Figure 1. The metal 2 layer.
Bar = 20 um.
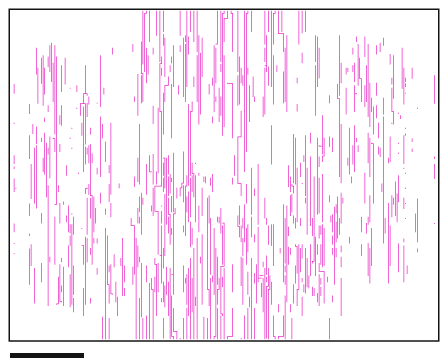
Figure 2. Wires at chosen ports, followed through buffers.
Bar = 20 um.
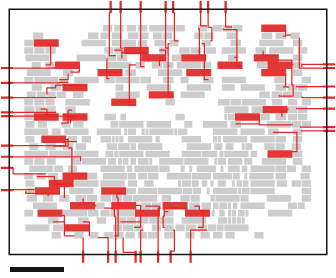
Figure 3. Wiring by layer.
Two of the layers only.
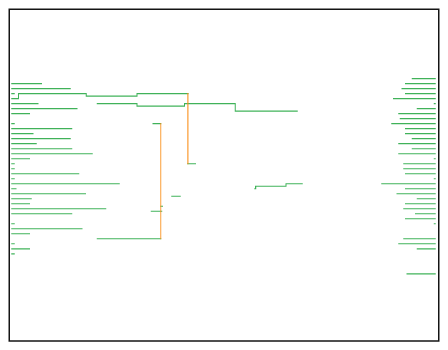
Figure 4. Cell placement.
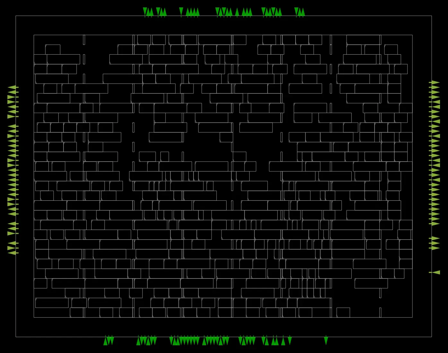
==> config.mk <==
export PLATFORM = sky130hd
export DESIGN_NAME = program_loader_flat
export DESIGN_NICKNAME = d
export VERILOG_FILES = /design/src/rtl/program_loader_if.sv /design/src/rtl/program_loader.sv /design/src/flat_wrapper.sv
export SDC_FILE = /design/constraint.sdc
export NUM_CORES = 1
export LEC_CHECK = 0
export CAP_MARGIN = 20
export CORE_ASPECT_RATIO = 0.75
export CORE_MARGIN = 5
export CORE_UTILIZATION = 45
export CTS_CLUSTER_SIZE = 30
export DETAILED_ROUTE_END_ITERATION = 6
export GPL_ROUTABILITY_DRIVEN = 0
export PLACE_DENSITY = 0.89
export SLEW_MARGIN = 40
export SYNTH_ARGS = -nofsm -noshare
export SYNTH_HDL_FRONTEND = slang
export SYNTH_SLANG_ARGS = --single-unit
export TNS_END_PERCENT = 20
==> constraint.sdc <==
create_clock -name clk -period 2.29 [get_ports clk]
set_input_delay 0.229 -clock clk [delete_from_list [all_inputs] [get_ports clk]]
set_output_delay 0.229 -clock clk [all_outputs]
set_load 0.03 [all_outputs]
==> flow_summary.toml <==
# flow metrics
[worst_setup_path]
reg2reg_setup_slack_ns = 0.24
cp.depth = 4
worst-path-buf-inv = 1
slowest_stage = "or3b_1"
worstPathMaxFanout = 24
cp_cell_sequence = "or3b_1 > a211oi_4 > buf_12 > mux2_2"
crit_required_ns = 2.50
critPathMaxStageDelay_ns = 0.54
reg2regPathDepth = 4
start_kind = "flop"
cp-end-kind = "flop"
path_class = "flop to flop"
cp.arrival_ns = 2.26
cp_top_family = "simple AND/OR/NAND/NOR gates"

[route]
routed_via_density = 4.92
dr.pass1.iters = 4
drtAntennaViolNets = 0
drt_iter0_drc = 85
drc = 0

[synthesis]
ys_chip_area_um2 = 3810
synth.cell_area_um2 = 3810
synthCells = 252
synth_stat.cells = 252
fp_nets = 294
async_flop_share_pct = 100
synth_cell_types = 30
ys_ff = 97
avgSynthCellArea_um2 = 15.1
yosysSeqAreaShare_pct = 63.7
yosys_warnings = 0
flop_cell = "dfrtp_1"
synth-edff-count = 0

[pwr]
power_leakage_nw = 2.58
power_density_nw_per_um2 = 683
finalPower_mw = 3.87
ir_drop_mv = 0.455

[clock_tree]
cts.reportedPaths.clkPinSlew_ns = 0.06
cts_tree = "yes"
clock_sinks = 97
cts_root_buffer = "clkbuf_16"
cts_setup_buffers = 0
clock_path_buffers = 2
htreeDepth = 3
cts_made_buffers = 9
worstSkewPairLatency_ns = 0.33

[timing]
final.min_clock_period_ns = 2.05
tightest_slew_ns = 0.502
final-hold-violation-count = 0
fmax_mhz = 488
setup_tns_ns = 0
setup_viol = 0
drv_slew = 0
slew_headroom_pct = 66.5
rsz0062_at_grt = "false"
period_used_pct = 89.4
skew_ns = 0.00722

[placed_design]
hpwl_um = 6290

[layout]
drive_above_1_share_pct = 25.6
area_growth_pct = 48.6
antenna_cells = 0
mostFrequentLayoutCells = "131 x clkdlybuf4s50_1, 97 x dfrtp_1, 70 x mux2_2, 10 x nand2_1, 10 x xnor2_1"
fin_nets = 440
layout_top_cell = "clkdlybuf4s50_1"

[die]
dieArea_um2 = 10400
rows = 29
fp.dieW_um = 116
coreArea_um2 = 8350
initCoreUtil_pct = 45.7
die_h_um = 89.7

[min_path]
worst_hold_path_type = "input pin to asynchronous set/reset pin"

[run]
tool_warnings = 28
drv_cap = 0

[grt]
grt_max_degree = 61
grt_pass1_wl_um = 13700
overflow = 0
antenna_found_initial = 0
grt_pass1_vias = 2655

[outcome]
status = "finished, final reports clean"
-- Figure 1 (at the start) --
nets with wire on the layer: 414
wire length on this layer: 4370 um
share of all routed wire: 51%
Post-Route WL: 8540 um
via count: 2513
met2 Use GR: 29.3%

-- Figure 2 (at the start) --
legend:
  red:
    port: imem_wdata
    direction: output
    edge: 9 left, 8 bottom, 8 top, 7 right
    end_cells: 32
    buffers: 32
    wire: 912 um
Ports: 133
PortBufs: 132

-- Figure 3 (at the start) --
legend:
  orange:
    layer: metal 4
    wire_length: 50.3 um
  green:
    layer: metal 3
    wire_length: 696 um
GRT Util Overall: 17.0%
Routed wire per std cell: 16.7 um

-- Figure 4 (at the start) --
final core utilization: 67.8%
Non-Filler Instances: 511

cell usage after synthesis (2+ instances only):
cell type	number	area share, %
a21oi_1	2	0.26
and3_1	2	0.33
buf_2	5	0.66
buf_6	4	1.2
dfrtp_1	97	64
ha_1	4	1.3
inv_1	8	0.79
mux2_1	6	1.8
mux2_2	70	21
nand2_1	10	0.99
nand3_1	3	0.39
nand4_1	4	0.66
nor2_1	7	0.69
o21ai_0	4	0.53
or2_2	2	0.33
xnor2_1	10	2.3
layout make-up:
class	count	area [um2]
fillers	609	2690
flip-flops and latches	97	2430
repair buffers	144	1470
multi-input cells	138	1290
clock buffers	10	239
well taps	108	135
clock inverters	6	66.3
inverters	8	30.0
routing by layer:
layer  share of wire [%]  wire (um)  GRT usage (%)
met1                  40       3430           20.6
met2                  51       4370           29.3
met3                 8.1        696           6.23
met4                0.59         50           4.11
met5                   0          0              0
power breakdown:
| part | internal (mW) | switching [mW] |
|---|---|---|
| clock network | 0.880 | 0.626 |
| logic | 0.249 | 0.277 |
| registers | 1.79 | 0.0443 |
through the flow:
step	utilization, %	cell area, um2	hold slack [ns]	cells	setup WS (ns)
2_1_floorplan	-	3810	-0.0666	252	0.183
5_1_grt	67.8	5660	0.443	511	0.177
3_5_place_dp	64.0	5350	0.235	494	0.0514
6_report	67.8	5660	0.405	511	0.243
4_1_cts	67.8	5660	0.424	511	0.238
3_3_place_gp	64.0	5350	0.224	494	0.0805
logic make-up after synthesis:
logic type,count (synthesis),share of synthesized area [%]
AND-OR/OR-AND,11,2.23
buffers and inverters,17,2.63
adder cells (fa/ha/maj),4,1.31
multiplexers,76,22.5
AND/OR/NAND/NOR,36,5.12
flip-flops,97,63.7
XOR/XNOR,11,2.53
repair_timing:
item,4_1_cts,5_1_grt
endpoints found under the hold margin,37,0
resized,0,0
hold buffers,1,0
Power figures rest on the tool's default switching activity, not on a simulated workload.
